File: src/rtl/sram_cell_arbiter_2to1_pkg.sv
// Shared encodings for the 2:1 SRAM cell arbiter.
package sram_cell_arbiter_2to1_pkg;

  // Who owns an outstanding read / a grant.
  typedef enum logic [1:0] {
    RQ_NONE = 2'd0,
    RQ0     = 2'd1,
    RQ1     = 2'd2
  } rq_id_e;

  // Burst-lock FSM.
  typedef enum logic [1:0] {
    UNLOCKED = 2'd0,
    LOCKED0  = 2'd1,
    LOCKED1  = 2'd2
  } lock_state_e;

  // Byte-lane count for a data width.
  function automatic int num_byte(input int width);
    return width / 8;
  endfunction

endpackage

File: src/rtl/sram_cell_arbiter_2to1_rr_arbiter_2.sv
// Two-input grant logic: round-robin or fixed priority, with burst-lock override.
module rr_arbiter_2
  import sram_cell_arbiter_2to1_pkg::*;
#(
  parameter int FIXED_PRIORITY = 0
) (
  input  logic       clk,
  input  logic       rstnn,
  input  logic [1:0] req,
  input  logic [1:0] lock,
  output logic [1:0] gnt
);

  lock_state_e state, state_nxt;
  logic        last_grant;  // 1 = requester 1 won last, so requester 0 wins the next tie

  // Same-cycle grant; a lock owner blocks the other side even while idle.
  always_comb begin
    gnt = 2'b00;
    case (state)
      LOCKED0: gnt[0] = req[0];
      LOCKED1: gnt[1] = req[1];
      default: begin
        if (req[0] && req[1]) begin
          if ((FIXED_PRIORITY != 0) || last_grant) gnt[0] = 1'b1;
          else                                     gnt[1] = 1'b1;
        end else begin
          gnt = req;
        end
      end
    endcase
  end

  // Lock transitions; requester 0 never locks under fixed priority since it already wins.
  always_comb begin
    state_nxt = state;
    case (state)
      UNLOCKED: begin
        if (gnt[0] && lock[0] && (FIXED_PRIORITY == 0)) state_nxt = LOCKED0;
        else if (gnt[1] && lock[1])                     state_nxt = LOCKED1;
      end
      LOCKED0: if (!lock[0] && (gnt[0] || !req[0])) state_nxt = UNLOCKED;
      LOCKED1: if (!lock[1] && (gnt[1] || !req[1])) state_nxt = UNLOCKED;
      default: state_nxt = UNLOCKED;
    endcase
  end

  // Lock state and round-robin pointer.
  always_ff @(posedge clk or negedge rstnn) begin
    if (!rstnn) begin
      state      <= UNLOCKED;
      last_grant <= 1'b1;
    end else begin
      state <= state_nxt;
      if (|gnt) last_grant <= gnt[1];
    end
  end

endmodule

File: src/rtl/sram_cell_arbiter_2to1.sv
// Shares one synchronous-read SRAM cell between two requesters and steers
// each read result back to the requester that issued it.
module sram_cell_arbiter_2to1
  import sram_cell_arbiter_2to1_pkg::*;
#(
  parameter int BW_INDEX       = 11,
  parameter int WIDTH          = 128,
  parameter int FIXED_PRIORITY = 0
) (
  input  logic                  clk,
  input  logic                  rstnn,
  input  logic [BW_INDEX-1:0]   rq0_index,
  input  logic                  rq0_enable,
  input  logic                  rq0_wenable,
  input  logic [WIDTH/8-1:0]    rq0_wbyte,
  input  logic [WIDTH-1:0]      rq0_wdata,
  input  logic                  rq0_lock,
  output logic                  rq0_stall,
  output logic                  rq0_rvalid,
  output logic [WIDTH-1:0]      rq0_rdata,
  input  logic [BW_INDEX-1:0]   rq1_index,
  input  logic                  rq1_enable,
  input  logic                  rq1_wenable,
  input  logic [WIDTH/8-1:0]    rq1_wbyte,
  input  logic [WIDTH-1:0]      rq1_wdata,
  input  logic                  rq1_lock,
  output logic                  rq1_stall,
  output logic                  rq1_rvalid,
  output logic [WIDTH-1:0]      rq1_rdata,
  output logic [BW_INDEX-1:0]   cell_index,
  output logic                  cell_enable,
  output logic                  cell_wenable,
  output logic [WIDTH/8-1:0]    cell_wbyte,
  output logic [WIDTH-1:0]      cell_wdata,
  output logic                  cell_renable,
  input  logic [WIDTH-1:0]      cell_rdata
);

  localparam int NB = num_byte(WIDTH);

  logic [1:0]          gnt;
  logic [BW_INDEX-1:0] idx_q;
  logic                we_q;
  logic [NB-1:0]       wbyte_q;
  logic [WIDTH-1:0]    wdata_q;
  rq_id_e              rd_owner;
  logic [WIDTH-1:0]    hold0, hold1;

  rr_arbiter_2 #(.FIXED_PRIORITY(FIXED_PRIORITY)) u_arb (
    .clk   (clk),
    .rstnn (rstnn),
    .req   ({rq1_enable, rq0_enable}),
    .lock  ({rq1_lock, rq0_lock}),
    .gnt   (gnt)
  );

  assign rq0_stall = rq0_enable & ~gnt[0];
  assign rq1_stall = rq1_enable & ~gnt[1];

  // Winner drives the cell; with no grant the last address/data stay on the bus.
  always_comb begin
    cell_index   = idx_q;
    cell_wenable = we_q;
    cell_wbyte   = wbyte_q;
    cell_wdata   = wdata_q;
    cell_enable  = 1'b0;
    cell_renable = 1'b0;
    if (gnt[1]) begin
      cell_index   = rq1_index;
      cell_wenable = rq1_wenable;
      cell_wbyte   = rq1_wbyte;
      cell_wdata   = rq1_wdata;
      cell_enable  = 1'b1;
      cell_renable = ~rq1_wenable;
    end else if (gnt[0]) begin
      cell_index   = rq0_index;
      cell_wenable = rq0_wenable;
      cell_wbyte   = rq0_wbyte;
      cell_wdata   = rq0_wdata;
      cell_enable  = 1'b1;
      cell_renable = ~rq0_wenable;
    end
  end

  // Remember the last granted access so idle cycles keep the bus stable.
  always_ff @(posedge clk or negedge rstnn) begin
    if (!rstnn) begin
      idx_q   <= '0;
      we_q    <= 1'b0;
      wbyte_q <= '0;
      wdata_q <= '0;
    end else if (|gnt) begin
      idx_q   <= cell_index;
      we_q    <= cell_wenable;
      wbyte_q <= cell_wbyte;
      wdata_q <= cell_wdata;
    end
  end

  // Tag each granted read with its issuer; the cell answers one cycle later.
  always_ff @(posedge clk or negedge rstnn) begin
    if (!rstnn)                     rd_owner <= RQ_NONE;
    else if (gnt[0] && !rq0_wenable) rd_owner <= RQ0;
    else if (gnt[1] && !rq1_wenable) rd_owner <= RQ1;
    else                             rd_owner <= RQ_NONE;
  end

  assign rq0_rvalid = (rd_owner == RQ0);
  assign rq1_rvalid = (rd_owner == RQ1);
  assign rq0_rdata  = rq0_rvalid ? cell_rdata : hold0;
  assign rq1_rdata  = rq1_rvalid ? cell_rdata : hold1;

  // Per-requester copy of the last returned word.
  always_ff @(posedge clk or negedge rstnn) begin
    if (!rstnn) begin
      hold0 <= '0;
      hold1 <= '0;
    end else begin
      if (rq0_rvalid) hold0 <= cell_rdata;
      if (rq1_rvalid) hold1 <= cell_rdata;
    end
  end

endmodule

File: config.mk
export PLATFORM = sky130hd
export DESIGN_NAME = sram_cell_arbiter_2to1
export DESIGN_NICKNAME = d
export VERILOG_FILES = /design/src/rtl/sram_cell_arbiter_2to1_pkg.sv /design/src/rtl/sram_cell_arbiter_2to1_rr_arbiter_2.sv /design/src/rtl/sram_cell_arbiter_2to1.sv
export SDC_FILE = /design/constraint.sdc
export NUM_CORES = 1
export LEC_CHECK = 0
export ABC_AREA = 1
export ABC_CLOCK_PERIOD_IN_PS = 3800
export CAP_MARGIN = 10
export CORE_AREA = 2 2 340 342
export CTS_CLUSTER_SIZE = 14
export DETAILED_ROUTE_END_ITERATION = 10
export DIE_AREA = 0 0 342 344
export PLACE_DENSITY = 0.43
export REMOVE_ABC_BUFFERS = 1
export SYNTH_ARGS = -nofsm -noshare
export SYNTH_HDL_FRONTEND = slang
export SYNTH_SLANG_ARGS = --single-unit
File: constraint.sdc
create_clock -name clk -period 3.8 [get_ports clk]
set_input_delay 0.76 -clock clk [delete_from_list [all_inputs] [get_ports clk]]
set_output_delay 0.76 -clock clk [all_outputs]
set_load 0.05 [all_outputs]
==> flow.log, run 1 <==
[report] extracting results
INFO  metric dp_slack = around 130 ps
INFO  metric synth.cellmix.adderShare = 0.2179%
INFO  metric finish.utilization = ~28%
INFO  metric fp.coreArea = around 0.11 mm²
INFO  metric synthMostInstantiatedCell = nand2_1
INFO  metric cp.depth = 13
INFO  metric numPortBuffers = around 860
INFO  metric antenna_found_initial = 35
INFO  metric grt_util_met2 = roughly 23%
INFO  metric status = completed
INFO  metric worst_skew_pair.late_latency = between 600 and 700 ps
INFO  metric timing.critical_path.fanout_max = 24
INFO  metric vias_per_inst = around 3.8
INFO  metric netlist-cell-type-count = 19
INFO  metric finalHoldViolations = 0
INFO  metric synth_seq_share = between 60% and 70%
INFO  metric synth-main-ff-cell = dfrtp_1
INFO  metric hp-class = in -> async
INFO  metric simple_gate_share = around 26%
INFO  metric muxShareOfSynthArea = 0%
INFO  metric final.period_utilization = 95.60%
INFO  metric layout.cells.most_common = nand2_1
INFO  metric finish.net_count = 3331
INFO  metric post_layout_cell_count = 4450
INFO  metric rrSetupSlack = about 1700 ps
INFO  metric m1WireLength = ~36000 µm
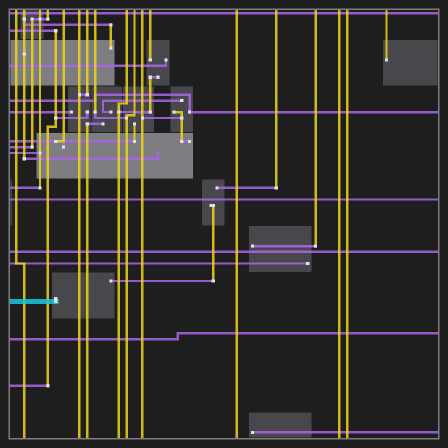
**Above:** run 1 (close-up of the layout).
Region (73, 246) to (98, 271) µm. Cells in gray, sequential cells in the stronger gray; small squares are vias.
Key: yellow = met2; purple = met1; cyan = met3
Netlist names of flops here include `wdata_q` (2). Sequential cells in the window: 2. 13 logic cells have their middle in the window. Most frequent: nand2_1 (4), clkdlybuf4s50_1 (4).

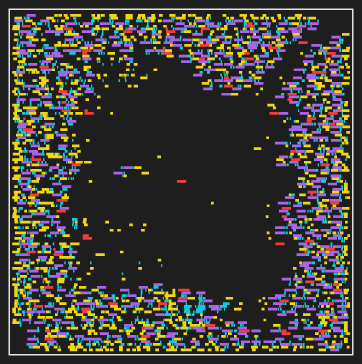
**Above:** run 1 (placement by cell class).
Scale: 1 px per µm.
Key: purple = flip-flops [cells 417, share of their area 34%]; red = clock drivers and dummy loads [cells 103, share of their area 6.0%]; cyan = all other logic [cells 1474, share of their area 21%]; yellow = other buffers and delay cells [cells 933, share of their area 38%]

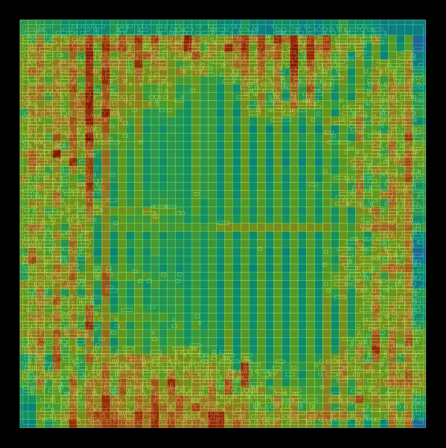
**Above:** run 1 (track usage over the die).
mean routed wirelength per cell: 19.84 µm
overall fraction of global-route tracks in use: 14.31%

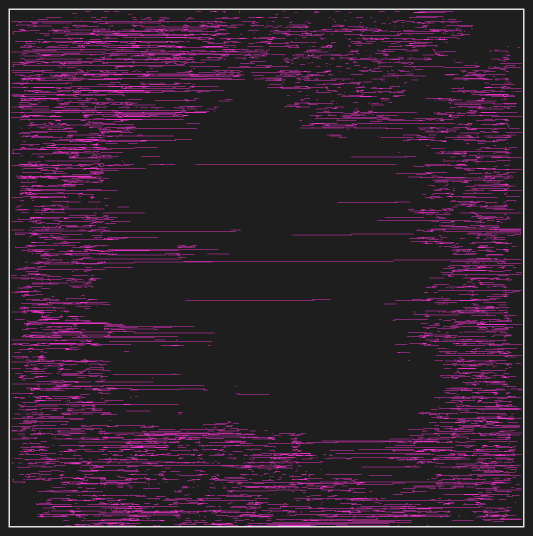
**Above:** run 1 (the metal 1 layer).
Scale: 1.5 px per µm.
The longest straight run is 140 µm. The layer carries 36.1 mm of wire. 2958 nets have wire on it. The layer holds 41% of the routed length.

## Run 2: what changed since run 1
RECOVER_POWER = 50   (was default)
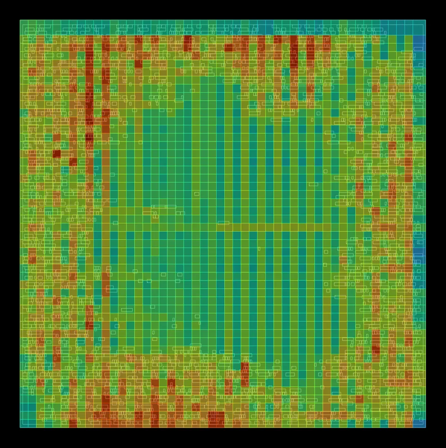
**Above:** run 2 (track usage over the die).
fin util: 28.26%
routing usage on met2: 23.06%
met1 Usage GRT: 17.39%
global-route met3 utilization: 6.085%
mean routed wirelength per cell: 19.87 µm

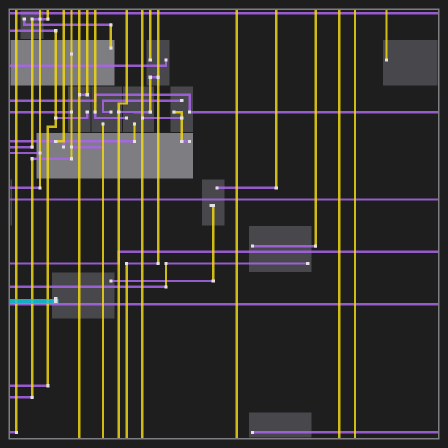
**Above:** run 2 (close-up of the layout).
Region (73, 246) to (98, 271) µm. Cells in gray, sequential cells in the stronger gray; small squares are vias.
Key: yellow = met2; cyan = met3; purple = met1
Most frequent: nand2_1 (4), clkdlybuf4s50_1 (4). Netlist names of flops here include `wdata_q` (2). Sequential cells in the window: 2. 13 logic cells have their middle in the window.

==> flow.log, run 2 <==
[report] extracting results
INFO  metric status = finished with violations (was completed)
INFO  metric failed_checks = capacitance limit, slew limit
INFO  metric antenna_found_initial = 35 (unchanged)
INFO  metric worst_skew_pair.late_latency = 630 ps (about the same)
INFO  metric floorplan.die.width = 342 µm (unchanged)
INFO  metric worstHoldEndpoint = wdata_q[67]$_DFFE_PN0P_
INFO  metric final.period_utilization = 95.58% (was 95.60%)
INFO  metric layout.area.comb = 0.005847 mm² (unchanged)
INFO  metric chip_area = 0.1176 mm² (unchanged)
INFO  metric clock_buffer_instance_count_of_the_final_layout = 92 (unchanged)
INFO  metric cap_viol_max_count = 2 (was 0)
INFO  metric synthMostInstantiatedCell = nand2_1 (unchanged)
INFO  metric detail_placement_hpwl = 68950 µm (unchanged)
INFO  metric drv_slew = 97 (was 0)
INFO  metric muxShareOfSynthArea = 0% (unchanged)
INFO  metric numPortBuffers = 863 (unchanged)
INFO  metric hp-class = reg -> reg (was in -> async)
INFO  metric dp_slack = 130.4 ps (unchanged)
INFO  metric groute.usage.overall = 14.31% (unchanged)
INFO  metric m1WireLength = 36120 µm (was 36080 µm)
INFO  metric fp.coreArea = 0.1139 mm² (unchanged)
INFO  metric synth.cellmix.adderShare = 0.2179% (unchanged)
INFO  metric synth_seq_share = 60.60% (unchanged)
INFO  metric timing.critical_path.fanout_max = 24 (unchanged)
INFO  metric flow.area_growth_from_synthesis = 86.83% (was 87.47%)
INFO  metric finish.net_count = 3331 (unchanged)
INFO  metric simple_gate_share = 25.59% (unchanged)
INFO  metric rrSetupSlack = 1670 ps (was 1660 ps)
INFO  metric cp.depth = 13 (unchanged)
**Run 2: placement by cell class**

Scale: 1 px per µm.
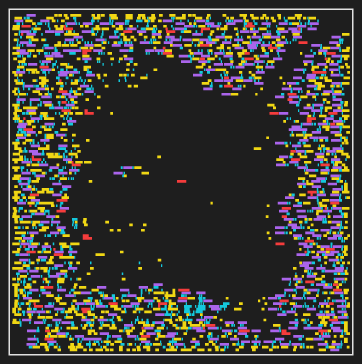

## Run 3: what changed since run 2
CTS_CLUSTER_DIAMETER = 50   (was default)
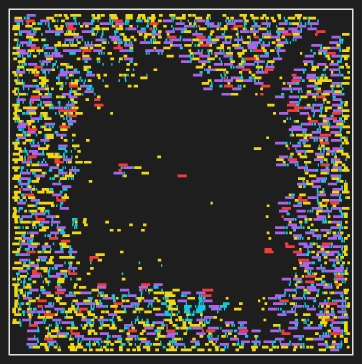
**Above:** run 3 (placement by cell class).
Scale: 1 px per µm.
Key: yellow = other buffers and delay cells [cells 935, share of their area 37%]; red = clock drivers and dummy loads [cells 135, share of their area 8.3%]; purple = flip-flops [cells 417, share of their area 34%]; cyan = all other logic [cells 1474, share of their area 21%]

==> flow.log, run 3 <==
[report] extracting results
INFO  metric status = finished with violations (unchanged)
INFO  metric failed_checks = capacitance limit, slew limit (unchanged)
INFO  metric timing.critical_path.fanout_max = 12 (was 24)
INFO  metric finish.utilization = 28.96% (was 28.26%)
INFO  metric layout.cells.most_common = nand2_1 (unchanged)
INFO  metric antenna_found_initial = 34 (was 35)
INFO  metric layout.area.comb = 0.005827 mm² (was 0.005847 mm²)
INFO  metric drv_slew = 97 (unchanged)
INFO  metric cap_viol_max_count = 3 (was 2)
INFO  metric m1WireLength = 36070 µm (was 36120 µm)
INFO  metric met1_usage = 17.28% (was 17.39%)
INFO  metric dp_slack = 130.4 ps (unchanged)
INFO  metric routedWlPerCell = 19.79 µm (was 19.87 µm)
INFO  metric synth.cellmix.adderShare = 0.2179% (unchanged)
INFO  metric floorplan.die.width = 342 µm (unchanged)
INFO  metric worst_skew_pair.late_latency = 630 ps (about the same)
INFO  metric numPortBuffers = 863 (unchanged)
INFO  metric clock_buffer_instance_count_of_the_final_layout = 98 (was 92)
INFO  metric detail_placement_hpwl = 68950 µm (unchanged)
INFO  metric finish.net_count = 3352 (was 3331)
INFO  metric cp.depth = 12 (was 13)
INFO  metric synthMostInstantiatedCell = nand2_1 (unchanged)
INFO  metric final.period_utilization = 96.27% (was 95.58%)
INFO  metric rrSetupSlack = 1690 ps (was 1670 ps)
INFO  metric finalHoldViolations = 0 (unchanged)
INFO  metric simple_gate_share = 25.59% (unchanged)
INFO  metric netlist-cell-type-count = 19 (unchanged)
INFO  metric muxShareOfSynthArea = 0% (unchanged)
INFO  metric grt_util_met2 = 22.94% (was 23.06%)
INFO  metric groute.usage.overall = 14.37% (was 14.31%)
INFO  metric fp.coreArea = 0.1139 mm² (unchanged)
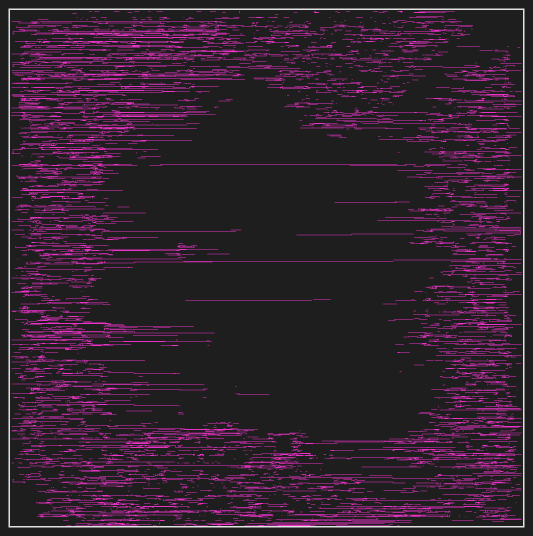
**Above:** run 3 (the metal 1 layer).
Scale: 1.5 px per µm.
2979 nets have wire on it. The longest straight run is 158 µm.

